Figure 1. Met1 routing (run 1).
Drawn at 4 px/µm. Supply wires on this layer in gray.
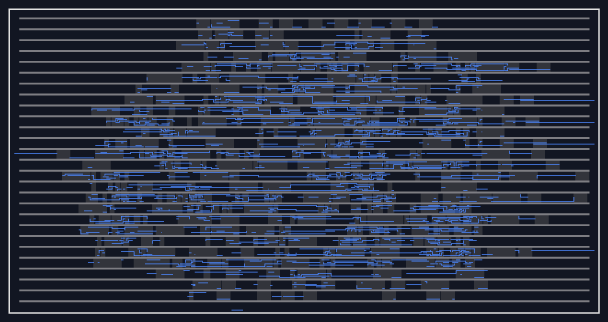
Figure 2. The metal 2 layer (run 1).
Drawn at 4 px/µm.
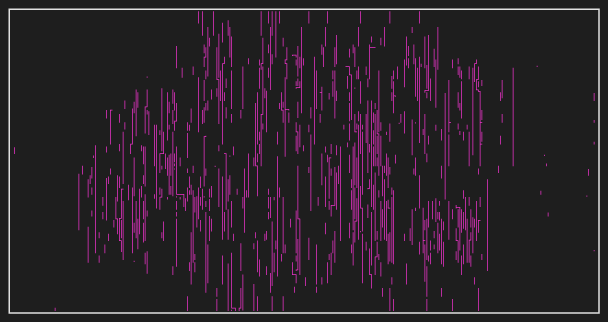
Figure 3. Met3 routing (run 1).
Drawn at 4 px/µm.
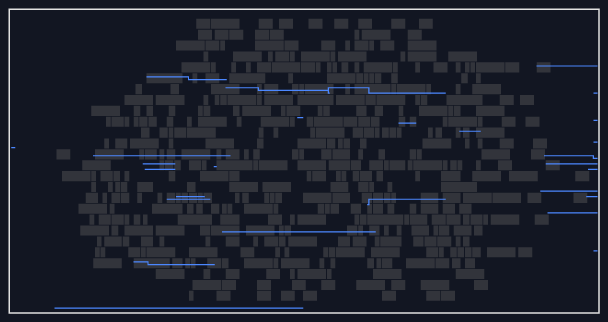
Figure 4. Clock distribution (run 1).
Drawn at 2 px/µm.
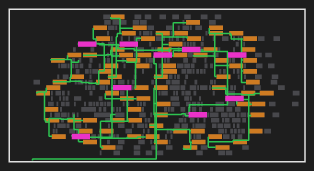
===== src/rtl/seven_seg_scan_if.sv =====
// Display-side bundle for seven_seg_scan: captured display request in,
// multiplexed segment/anode drive and frame pulse out.
interface seven_seg_scan_if #(
    parameter int NUM_DIGITS = 4
);
    logic [4*NUM_DIGITS-1:0] value;
    logic [NUM_DIGITS-1:0]   dp_in;
    logic [NUM_DIGITS-1:0]   digit_en;
    logic                    lz_blank;
    logic                    load;
    logic [6:0]              seg;
    logic                    dp;
    logic [NUM_DIGITS-1:0]   an;
    logic                    frame_tick;

    modport master (
        output value, dp_in, digit_en, lz_blank, load,
        input  seg, dp, an, frame_tick
    );

    modport slave (
        input  value, dp_in, digit_en, lz_blank, load,
        output seg, dp, an, frame_tick
    );
endinterface


===== src/rtl/seven_seg_scan.sv =====
// Time-multiplexed seven-segment driver with frame-synchronous updates,
// inter-digit blanking, leading-zero suppression and selectable polarity.
module seven_seg_scan #(
    parameter int NUM_DIGITS   = 4,
    parameter int REFRESH_DIV  = 50000,
    parameter int BLANK_CYCLES = 2,
    parameter bit ACTIVE_LOW   = 1'b1
) (
    input logic         clk,
    input logic         reset,
    seven_seg_scan_if.slave bus
);
    localparam int PC_W = $clog2(REFRESH_DIV);
    localparam int D_W  = (NUM_DIGITS > 1) ? $clog2(NUM_DIGITS) : 1;
    localparam int VW   = 4 * NUM_DIGITS;
    localparam logic [PC_W-1:0] PC_LAST = PC_W'(REFRESH_DIV - 1);
    localparam logic [D_W-1:0]  D_LAST  = D_W'(NUM_DIGITS - 1);

    logic [PC_W-1:0]       pc;
    logic [D_W-1:0]        d;
    logic [VW-1:0]         pend_value, act_value;
    logic [NUM_DIGITS-1:0] pend_dp, pend_en, act_dp, act_en;
    logic                  pend_lz, act_lz, pend_flag;

    logic                  wrap, boundary, in_blank, blank;
    logic [3:0]            nib;
    logic                  en_sel, dp_sel, lz_sel, upper_zero;
    logic [NUM_DIGITS-1:0] an_sel, an_l;
    logic [6:0]            seg_l;
    logic                  dp_l;

    logic [6:0]            seg_q;
    logic                  dp_q;
    logic [NUM_DIGITS-1:0] an_q;
    logic                  ft_q;

    function automatic logic [6:0] seg_decode(input logic [3:0] h);
        case (h)
            4'h0: seg_decode = 7'h3F;
            4'h1: seg_decode = 7'h06;
            4'h2: seg_decode = 7'h5B;
            4'h3: seg_decode = 7'h4F;
            4'h4: seg_decode = 7'h66;
            4'h5: seg_decode = 7'h6D;
            4'h6: seg_decode = 7'h7D;
            4'h7: seg_decode = 7'h07;
            4'h8: seg_decode = 7'h7F;
            4'h9: seg_decode = 7'h6F;
            4'hA: seg_decode = 7'h77;
            4'hB: seg_decode = 7'h7C;
            4'hC: seg_decode = 7'h39;
            4'hD: seg_decode = 7'h5E;
            4'hE: seg_decode = 7'h79;
            default: seg_decode = 7'h71;
        endcase
    endfunction

    assign wrap     = (pc == PC_LAST);
    assign boundary = wrap && (d == D_LAST);

    generate
        if (BLANK_CYCLES > 0) begin : g_blank
            assign in_blank = (pc < PC_W'(BLANK_CYCLES));
        end else begin : g_no_blank
            assign in_blank = 1'b0;
        end
    endgenerate

    // Walk from the top digit down so upper_zero covers nibbles i..N-1 at digit i.
    always_comb begin
        nib        = 4'h0;
        en_sel     = 1'b0;
        dp_sel     = 1'b0;
        lz_sel     = 1'b0;
        upper_zero = 1'b1;
        an_sel     = '0;
        for (int i = NUM_DIGITS - 1; i >= 0; i--) begin
            upper_zero = upper_zero & (act_value[4*i +: 4] == 4'h0);
            if (d == D_W'(i)) begin
                nib       = act_value[4*i +: 4];
                en_sel    = act_en[i];
                dp_sel    = act_dp[i];
                lz_sel    = (i != 0) && upper_zero;
                an_sel[i] = 1'b1;
            end
        end
    end

    assign blank = ~en_sel | (act_lz & lz_sel) | in_blank;
    assign seg_l = blank ? 7'h00 : seg_decode(nib);
    assign dp_l  = dp_sel & ~blank;
    assign an_l  = in_blank ? '0 : an_sel;

    always_ff @(posedge clk) begin
        if (reset) begin
            pc         <= '0;
            d          <= '0;
            pend_value <= '0;
            pend_dp    <= '0;
            pend_en    <= '0;
            pend_lz    <= 1'b0;
            pend_flag  <= 1'b0;
            act_value  <= '0;
            act_dp     <= '0;
            act_en     <= '0;
            act_lz     <= 1'b0;
        end else begin
            pc <= wrap ? '0 : pc + PC_W'(1);
            if (wrap) begin
                d <= (d == D_LAST) ? '0 : d + D_W'(1);
            end
            if (bus.load) begin
                pend_value <= bus.value;
                pend_dp    <= bus.dp_in;
                pend_en    <= bus.digit_en;
                pend_lz    <= bus.lz_blank;
                pend_flag  <= 1'b1;
            end
            // A load on the boundary bypasses pending and also leaves the flag clear.
            if (boundary && (bus.load || pend_flag)) begin
                act_value <= bus.load ? bus.value    : pend_value;
                act_dp    <= bus.load ? bus.dp_in    : pend_dp;
                act_en    <= bus.load ? bus.digit_en : pend_en;
                act_lz    <= bus.load ? bus.lz_blank : pend_lz;
                pend_flag <= 1'b0;
            end
        end
    end

    always_ff @(posedge clk) begin
        if (reset) begin
            seg_q <= {7{ACTIVE_LOW}};
            dp_q  <= ACTIVE_LOW;
            an_q  <= {NUM_DIGITS{ACTIVE_LOW}};
            ft_q  <= 1'b0;
        end else begin
            seg_q <= seg_l ^ {7{ACTIVE_LOW}};
            dp_q  <= dp_l ^ ACTIVE_LOW;
            an_q  <= an_l ^ {NUM_DIGITS{ACTIVE_LOW}};
            ft_q  <= boundary;
        end
    end

    assign bus.seg        = seg_q;
    assign bus.dp         = dp_q;
    assign bus.an         = an_q;
    assign bus.frame_tick = ft_q;
endmodule

===== src/flat_wrapper.sv =====
// flat-port wrapper written by rule: the top's interface ports become plain ports
module seven_seg_scan_flat 
#(
    parameter int NUM_DIGITS   = 4,
    parameter int REFRESH_DIV  = 50000,
    parameter int BLANK_CYCLES = 2,
    parameter bit ACTIVE_LOW   = 1'b1
)
  (clk, reset, bus_value, bus_dp_in, bus_digit_en, bus_lz_blank, bus_load, bus_seg, bus_dp, bus_an, bus_frame_tick);
  seven_seg_scan_if #(.NUM_DIGITS(NUM_DIGITS)) bus_i ();
  input logic clk;
  input logic reset;
  input wire logic [$bits(bus_i.value)-1:0] bus_value;
  input wire logic [$bits(bus_i.dp_in)-1:0] bus_dp_in;
  input wire logic [$bits(bus_i.digit_en)-1:0] bus_digit_en;
  input wire logic [$bits(bus_i.lz_blank)-1:0] bus_lz_blank;
  input wire logic [$bits(bus_i.load)-1:0] bus_load;
  output wire logic [$bits(bus_i.seg)-1:0] bus_seg;
  output wire logic [$bits(bus_i.dp)-1:0] bus_dp;
  output wire logic [$bits(bus_i.an)-1:0] bus_an;
  output wire logic [$bits(bus_i.frame_tick)-1:0] bus_frame_tick;
  assign bus_i.value = bus_value;
  assign bus_i.dp_in = bus_dp_in;
  assign bus_i.digit_en = bus_digit_en;
  assign bus_i.lz_blank = bus_lz_blank;
  assign bus_i.load = bus_load;
  assign bus_seg = bus_i.seg;
  assign bus_dp = bus_i.dp;
  assign bus_an = bus_i.an;
  assign bus_frame_tick = bus_i.frame_tick;
  seven_seg_scan #(.NUM_DIGITS(NUM_DIGITS), .REFRESH_DIV(REFRESH_DIV), .BLANK_CYCLES(BLANK_CYCLES), .ACTIVE_LOW(ACTIVE_LOW)) u_core (.clk(clk), .reset(reset), .bus(bus_i));
endmodule

===== config.mk =====
export PLATFORM = sky130hd
export DESIGN_NAME = seven_seg_scan_flat
export DESIGN_NICKNAME = d
export VERILOG_FILES = /design/src/rtl/seven_seg_scan_if.sv /design/src/rtl/seven_seg_scan.sv /design/src/flat_wrapper.sv
export SDC_FILE = /design/constraint.sdc
export NUM_CORES = 1
export LEC_CHECK = 0
export ABC_AREA = 0
export ABC_CLOCK_PERIOD_IN_PS = 2500
export CORE_ASPECT_RATIO = 0.5
export CORE_MARGIN = 2
export CORE_UTILIZATION = 34
export DETAILED_ROUTE_END_ITERATION = 6
export RECOVER_POWER = 25
export SYNTH_ARGS = -nofsm -noshare
export SYNTH_HDL_FRONTEND = slang
export SYNTH_SLANG_ARGS = --single-unit

===== constraint.sdc =====
create_clock -name clk -period 2.5 [get_ports clk]
set_input_delay 0.5 -clock clk [delete_from_list [all_inputs] [get_ports clk]]
set_output_delay 0.5 -clock clk [all_outputs]
set_load 0.05 [all_outputs]

==> README.md, run 1 <==
| Parameter | This run | Unit |
|---|---|---|
| Type of origin of the critical path | flop | - |
| Number of top-level design ports | 41 | - |
| First-pass GRT wire length | 11700 | µm |
| Yosys adder share | 0.0396 | - |
| Finish-stage setup viols | 0 | - |
| Flop-to-flop setup slack | 0.21 | ns |
| Number of antenna violations at the first check in global routing | 0 | - |
| Die area | 11100 | µm² |
| Xor and xnor fraction of the mapped netlist area | 0.0277 | - |
| Stage delay of the slowest cell on the critical path | 0.39 | ns |
| Number of placed instances, taps included | 564 | - |
| Weighted congestion reported at the end of routability-driven placement | 0.788 | - |
| Outcome | completed | - |
| Capture point of the critical path | u_core.bus.seg[0] | - |
| Top post-synthesis cells by area | sky130_fd_sc_hd__dfxtp_1 (47%), sky130_fd_sc_hd__nor2_1 (11%), sky130_fd_sc_hd__mux2i_1 (8.9%) | - |
| Vias | 2724 | - |
| Yosys synthesis chip area | 3480 | µm² |
| Met3 track demand over resource in global routing | 0.0515 | - |
| Post-Synth AOI/OAI Area | 0.109 | - |
| Initial DRC Count | 158 | - |
| Busiest layer in global routing | met2 | - |
| Clock tree from TritonCTS | done | - |
| Actual transition at the worst max-transition pin | 1.07 | ns |
| Final wirelength | 7090 | µm |
| Seq/Total Area, Yosys | 0.472 | - |
| Basic Gates by Area | 0.222 | - |
| Worst skew pair latency | 0.33 | ns |
| Max clock buf depth | 2 | - |
| Max Fclk | 0.436 | GHz |
| Largest net degree at the start of global routing | 56 | - |
| Ratio of cells with drive above 1 in the final layout | 0.0682 | - |
| WL/cell | 12.2 | µm |
| Fillers | 1006 | - |
| Clock buffers created by TritonCTS | 9 | - |
| Cell at the slowest stage of the critical path | sky130_fd_sc_hd__dfxtp_1 | - |
| Commonest non-fill, non-tap cell in the layout | sky130_fd_sc_hd__nor2_1 | - |
| Die Wd | 147 | µm |
| Most instantiated logic cells after routing | sky130_fd_sc_hd__nor2_1 (98), sky130_fd_sc_hd__dfxtp_1 (82), sky130_fd_sc_hd__clkdlybuf4s50_1 (38) | - |
| Number of register bits inferred by synthesis | 82 | - |
| Met1 usage | 0.178 | - |
| CP Cell Sequence | inv_1 -> ha_1 -> buf_4 -> nand2_1 -> o21ai_0 -> nand2_1 -> o211ai_1 -> ha_1 -> or3_1 -> o21ai_0 -> o21ai_1 | - |
| Number of levels the H-tree was split into | 3 | - |
| Library cells used by synthesis | 42 | - |
| Top logic family | simple AND/OR/NAND/NOR gates | - |
| R2R Path Start | u_core.d[0] | - |
| Syn_area_per_cell | 8.74 | µm² |
| RSZ-0062 raised after global routing | no | - |
About Figure 1:
share of all routed wire: 51%
longest straight run: 30.4 µm
nets with wire on the layer: 439
main direction: horizontal

About Figure 2:
main direction: vertical
nets with wire on the layer: 362
wire length on this layer: 3030 µm
longest straight run: 29.9 µm

About Figure 3:
nets with wire on the layer: 22
wire length on this layer: 373 µm
share of all routed wire: 5.3%

About Figure 4:
[magenta] clock-net drivers | count: 9
[orange] flip-flops | count: 82
[green] clock wires | length: 1040 µm
routed clock nets: 10

==> run 1: cell type report <==
class / count / area share
multi-input combinational: 286 / 0.398
sequential: 82 / 0.383
timing repair buffer: 50 / 0.108
clock buffer: 12 / 0.0599
tap: 140 / 0.0409
inverter: 7 / 0.00613
clock inverter: 3 / 0.00350
==> run 1: worst max-delay path, delay by kind of cell (launching register included) <==
family          cells  cell delay, ns
buf+inv             2            0.26
compound gates      4            0.45
simple gates        3            0.54
flops               1            0.39
fa+ha+maj           2            0.52
==> run 1: power breakdown <==
part / internal (µW) / switching, µW
combinational: 73.4 / 69.9
clock: 716 / 486
sequential: 1340 / 9.95
total: 2130 / 566
==> run 1: per-stage QoR <==
step                total power [µW]  hold WS, ns  setup slack [ns]   util
floorplan                       1460        0.418             0.131      -
global placement                1520        0.434             0.260  0.398
detailed placement              1520        0.441             0.188  0.398
CTS                             2730        0.450             0.176  0.425
global route                    2820        0.463            0.0386  0.425
finish                          2690        0.441             0.207  0.425
==> run 1: state kept, by name (all words and copies together) (netlist names) <==
register / count
u_core.act_dp: 4
u_core.act_en: 4
u_core.act_lz: 1
u_core.act_value: 16
u_core.bus.an: 4
u_core.bus.dp: 1
u_core.bus.frame_tick: 1
u_core.bus.seg: 7
u_core.d: 2
u_core.pc: 16
u_core.pend_dp: 4
u_core.pend_en: 4
u_core.pend_flag: 1
u_core.pend_lz: 1
u_core.pend_value: 16
==> run 1: worst min-delay path by stage <==
stage              endpoint
6_report       u_core.pc[0]
5_1_grt        u_core.pc[0]
4_1_cts        u_core.pc[0]
3_5_place_dp   u_core.pc[0]
3_3_place_gp   u_core.pc[0]
2_1_floorplan  u_core.pc[0]
==> run 1: timing repair <==
action	CTS	global route
buffers inserted	0	1
setup endpoints to repair	0	1
resized	0	1
endpoints found under the hold margin	0	0
Figure 5. Congestion heat map (run 1).
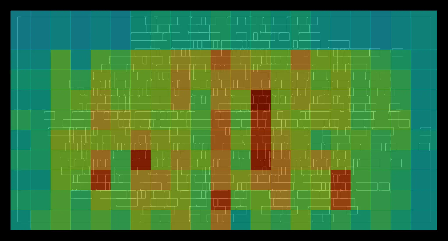

==> inputs of run 2 (changes only) <==
--- a/config.mk
+++ b/config.mk
@@ -6,12 +6,13 @@
 export NUM_CORES = 1
 export LEC_CHECK = 0
 export ABC_AREA = 0
-export ABC_CLOCK_PERIOD_IN_PS = 2500
+export ABC_CLOCK_PERIOD_IN_PS = 2300
 export CORE_ASPECT_RATIO = 0.5
 export CORE_MARGIN = 2
 export CORE_UTILIZATION = 34
 export DETAILED_ROUTE_END_ITERATION = 6
 export RECOVER_POWER = 25
+export SLEW_MARGIN = 20
 export SYNTH_ARGS = -nofsm -noshare
 export SYNTH_HDL_FRONTEND = slang
 export SYNTH_SLANG_ARGS = --single-unit
==> constraint.sdc (replaced) <==
create_clock -name clk -period 2.3 [get_ports clk]
set_input_delay 0.46 -clock clk [delete_from_list [all_inputs] [get_ports clk]]
set_output_delay 0.46 -clock clk [all_outputs]
set_load 0.05 [all_outputs]
Figure 6. Congestion heat map (run 2).
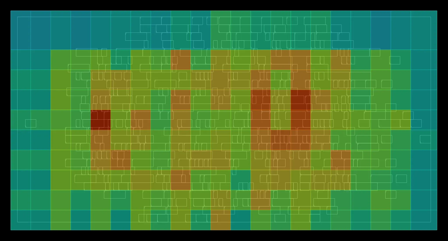
met3 track demand over resource in global routing: 0.0413
WL/cell: 12.0 µm
Global Route Usage Sum: 0.132

Figure 7. Met1 routing (run 2).
Drawn at 4 px/µm. Supply wires on this layer in gray.
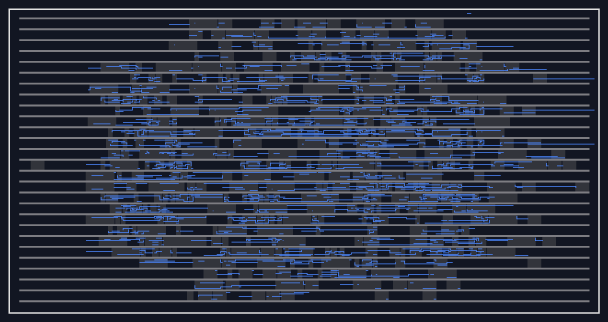
main direction: horizontal
wire length on this layer: 3610 µm
share of all routed wire: 51%

==> run 2 against run 1 <==
Effect of this change:
- sequential power up 8%
- hold slack worse by 0.029 ns
- maximum frequency up 6.4%
- core utilization up 1.1 points
- clock skew up 0.0025 ns
- global-route usage down 0.60 points
- setup slack worse by 0.062 ns
- first-iteration DRC count down 37%
- cell count up 1.4%
- register-to-register slack worse by 0.06 ns
- final area up 2.6%
- critical path type unchanged
==> README.md, run 2 <==
| Parameter | This run | Unit | Change |
|---|---|---|---|
| Library cells used by synthesis | 42 | - | unchanged |
| Max clock buf depth | 2 | - | unchanged |
| Sequential Power Share | 0.478 | - | was 0.500 |
| Number of levels the H-tree was split into | 3 | - | unchanged |
| Seq/Total Area, Yosys | 0.472 | - | unchanged |
| Cell-internal power | 2380 | µW | was 2130 µW |
| Largest delay share family, worst path | adder cells | - | was simple AND/OR/NAND/NOR gates |
| Number of top-level design ports | 41 | - | unchanged |
| Stage delay of the slowest cell on the critical path | 0.39 | ns | about the same |
| Worst skew pair latency | 0.33 | ns | about the same |
| Combinational share of power | 0.052 | - | was 0.053 |
| Highest-power group | sequential cells | - | unchanged |
| Commonest non-fill, non-tap cell in the layout | sky130_fd_sc_hd__nor2_1 | - | unchanged |
| Outcome | completed | - | unchanged |
| Depth of the critical timing path with buffers and inverters included | 10 | - | was 11 |
| Die Wd | 147 | µm | unchanged |
| Finish-stage setup viols | 0 | - | unchanged |
| Clock tree from TritonCTS | done | - | unchanged |
| Die area | 11100 | µm² | unchanged |
| Max Fclk | 0.464 | GHz | was 0.436 GHz |
| Vias | 2727 | - | was 2724 |
| Reported sequential group power | 1460 | µW | was 1350 µW |
| Syn_area_per_cell | 8.74 | µm² | unchanged |
| Portion of total power attributed to the clock network | 0.470 | - | was 0.446 |
| Number of antenna violations at the first check in global routing | 0 | - | unchanged |
| Flop-to-flop setup slack | 0.14 | ns | was 0.21 ns |
| Ratio of cells with drive above 1 in the final layout | 0.0982 | - | was 0.0682 |
| Capture point of the critical path | u_core.bus.seg[3] | - | was u_core.bus.seg[0] |
| Worst hold endpoint | u_core.pc[2] | - | was u_core.pc[0] |
| Actual transition at the worst max-transition pin | 0.671 | ns | was 1.07 ns |
| Number of cells upsized or downsized after cts | 0 | - | unchanged |
| Clock buffers created by TritonCTS | 9 | - | unchanged |
| Number of placed instances, taps included | 571 | - | was 564 |
| Most instantiated logic cells after routing | sky130_fd_sc_hd__nor2_1 (98), sky130_fd_sc_hd__dfxtp_1 (81), sky130_fd_sc_hd__clkdlybuf4s50_1 (38) | - | was sky130_fd_sc_hd__nor2_1 (98), sky130_fd_sc_hd__dfxtp_1 (82), sky130_fd_sc_hd__clkdlybuf4s50_1 (38) |
| Initial DRC Count | 100 | - | was 158 |
| First-pass GRT wire length | 11600 | µm | was 11700 µm |
| Number of register bits inferred by synthesis | 82 | - | unchanged |
| Final wirelength | 7030 | µm | was 7090 µm |
| CP Cell Sequence | inv_1 -> ha_4 -> and3b_1 -> a21oi_2 -> a221oi_2 -> inv_2 -> ha_1 -> mux2i_1 -> a22o_1 -> nand2_1 | - | was inv_1 -> ha_1 -> buf_4 -> nand2_1 -> o21ai_0 -> nand2_1 -> o211ai_1 -> ha_1 -> or3_1 -> o21ai_0 -> o21ai_1 |
| Switch Pwr | 677 | µW | was 566 µW |
| Buffers and inverters on the worst path | 2 | - | unchanged |
==> run 2: cell counts after synthesis <==
Identical to the previous run, type by type.
==> run 2: area by class of cell <==
cell class	instances	area share
clock inverters	7	0.0176
inverters	7	0.00598
clock buffers	9	0.0512
well taps	140	0.0398
repair buffers	57	0.118
multi-input cells	286	0.394
flip-flops and latches	82	0.374
==> run 2: worst register-to-register path, cell delays in order (launching register included) <==
cell	delay (ns)
sky130_fd_sc_hd__dfxtp_1	0.39
sky130_fd_sc_hd__inv_1	0.11
sky130_fd_sc_hd__ha_4	0.21
sky130_fd_sc_hd__and3b_1	0.23
sky130_fd_sc_hd__a21oi_2	0.04
sky130_fd_sc_hd__a221oi_2	0.28
sky130_fd_sc_hd__inv_2	0.10
sky130_fd_sc_hd__ha_1	0.33
sky130_fd_sc_hd__mux2i_1	0.16
sky130_fd_sc_hd__a22o_1	0.15
sky130_fd_sc_hd__nand2_1	0.04
==> run 2: routing by layer <==
| metal | up-vias | routed length, µm | global-route usage |
|---|---|---|---|
| met5 | - | 0 | 0 |
| met4 | 0 | 58 | 0.0406 |
| met3 | 7 | 309 | 0.0413 |
| met2 | 34 | 3050 | 0.201 |
| met1 | 1236 | 3610 | 0.181 |
| li1 | 1450 | - | - |
==> run 2: stage by stage <==
step	setup WS [ns]	total power [µW]
2_1_floorplan	0.0334	1580
3_3_place_gp	0.0915	1660
3_5_place_dp	0.0576	1660
4_1_cts	0.0465	3110
5_1_grt	0.00126	3200
6_report	0.145	3060
==> run 2: logic make-up after synthesis <==
group	after synthesis	share of synthesized area
adder cells (fa/ha/maj)	11	0.0396
AND/OR/NAND/NOR	169	0.222
buffers and inverters	30	0.0403
AND-OR/OR-AND	64	0.109
multiplexers	31	0.0892
XOR/XNOR	11	0.0277
flip-flops	82	0.472
Figure 8. Met3 routing (run 2).
Drawn at 4 px/µm.
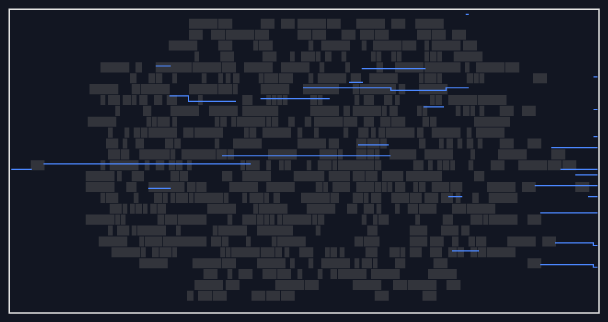

==> inputs of run 3 (changes only) <==
--- a/config.mk
+++ b/config.mk
@@ -8,7 +8,6 @@
 export ABC_AREA = 0
 export ABC_CLOCK_PERIOD_IN_PS = 2300
 export CORE_ASPECT_RATIO = 0.5
-export CORE_MARGIN = 2
 export CORE_UTILIZATION = 34
 export DETAILED_ROUTE_END_ITERATION = 6
 export RECOVER_POWER = 25
Figure 9. Met3 routing (run 3).
Drawn at 4 px/µm.
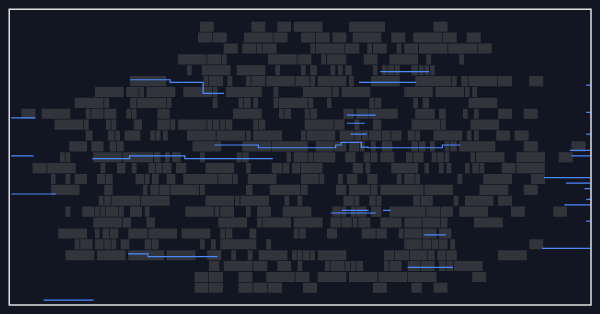
longest straight run: 21.8 µm
share of all routed wire: 4.5%

Figure 10. Clock distribution (run 3).
Drawn at 2 px/µm.
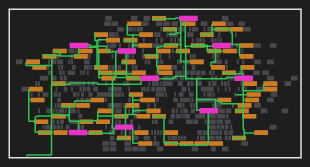
[green] clock wires | length: 1030 µm
[orange] flip-flops | count: 82
[magenta] clock-net drivers | count: 9
flops lie: widely spread
routed clock nets: 10

==> run 3 against run 2 <==
Effect of this change:
- count of clock-buffer cells in the layout is 4 higher
- core utilization increased by 1.9 points
- synthesized area did not move
- largest cell class unchanged
- register-to-register slack about the same
- flip-flop count unchanged
- clock skew is 0.0028 ns lower
- first-iteration DRC count up 34%
==> README.md, run 3 <==
| Parameter | This run | Unit | Change |
|---|---|---|---|
| Outcome | completed | - | unchanged |
| Seq/Total Area, Yosys | 0.472 | - | unchanged |
| Yosys synthesis chip area | 3480 | µm² | unchanged |
| Actual transition at the worst max-transition pin | 1.07 | ns | was 0.671 ns |
| Die Wd | 145 | µm | was 147 µm |
| First-pass GRT wire length | 11600 | µm | about the same |
| Worst hold endpoint | u_core.pc[0] | - | was u_core.pc[2] |
| Initial DRC Count | 134 | - | was 100 |
| Largest net degree at the start of global routing | 56 | - | was 51 |
| Number of levels the H-tree was split into | 3 | - | unchanged |
| CP Cell Sequence | inv_1 -> ha_1 -> buf_4 -> a211o_1 -> a32o_1 -> or3_1 -> o21ai_0 -> o21ai_1 | - | was inv_1 -> ha_4 -> and3b_1 -> a21oi_2 -> a221oi_2 -> inv_2 -> ha_1 -> mux2i_1 -> a22o_1 -> nand2_1 |
| Clock tree from TritonCTS | done | - | unchanged |
| Stage delay of the slowest cell on the critical path | 0.37 | ns | was 0.39 ns |
| Max Fclk | 0.466 | GHz | was 0.464 GHz |
| Global Route Usage Sum | 0.141 | - | was 0.132 |
| WL/cell | 12.2 | µm | was 12.0 µm |
| Library cells used by synthesis | 42 | - | unchanged |
| Layout Utilization | 0.455 | - | was 0.436 |
| Vias | 2736 | - | was 2727 |
| Finish-stage setup viols | 0 | - | unchanged |
| RSZ-0062 raised after global routing | no | - | unchanged |
| Weighted congestion reported at the end of routability-driven placement | 0.803 | - | was 0.774 |
| Max clock buf depth | 2 | - | unchanged |
| Commonest non-fill, non-tap cell in the layout | sky130_fd_sc_hd__nor2_1 | - | unchanged |
| Fillers | 945 | - | was 1021 |
| Flop-to-flop setup slack | 0.15 | ns | was 0.14 ns |
-- run 3: cell counts after synthesis --
No cell type changed its count.
-- run 3: cell type report --
| type | count | area share |
|---|---|---|
| clock inverter | 2 | 0.00794 |
| tap | 135 | 0.0383 |
| clock buffer | 13 | 0.0613 |
| timing repair buffer | 57 | 0.123 |
| sequential | 82 | 0.372 |
| multi-input combinational | 286 | 0.391 |
| inverter | 7 | 0.00596 |
-- run 3: through the flow --
stage	instance area (µm²)	power (µW)	hold WS, ns	setup WS [ns]
2_1_floorplan	3500	1580	0.418	0.0334
3_3_place_gp	4080	1660	0.432	0.142
3_5_place_dp	4080	1660	0.441	0.0658
4_1_cts	4380	3130	0.450	0.0616
5_1_grt	4410	3200	0.468	0.0204
6_report	4410	3080	0.448	0.154
-- run 3: where the power goes --
group / switching [µW] / internal, µW / leakage (µW) / total [µW]
Combinational: 77.1 / 84.7 / 0.000930 / 162
Clock: 531 / 921 / 0.000152 / 1450
Sequential: 10.6 / 1450 / 0.000668 / 1460
Total: 619 / 2460 / 0.00175 / 3080
-- run 3: logic make-up (layout without fill, tap and decap cells) --
group,after synthesis,in the layout,share of synthesized area
AND-OR/OR-AND,64,64,0.109
XOR/XNOR,11,11,0.0277
adder cells (fa/ha/maj),11,11,0.0396
buffers and inverters,30,79,0.0403
flip-flops,82,82,0.472
multiplexers,31,31,0.0892
AND/OR/NAND/NOR,169,169,0.222
-- run 3: routing by layer --
| metal | wire [µm] | GRT usage |
|---|---|---|
| met3 | 319 | 0.0484 |
| met5 | 0 | 0 |
| met2 | 2900 | 0.205 |
| met1 | 3790 | 0.188 |
| met4 | 80 | 0.0632 |
-- run 3: repair_timing --
action                                 CTS  global route
endpoints found under the hold margin    0             0
gates resized                            0             6
buffers inserted                         0             2
setup endpoints to repair                0             7
Power figures rest on the tool's default switching activity, not on a simulated workload.
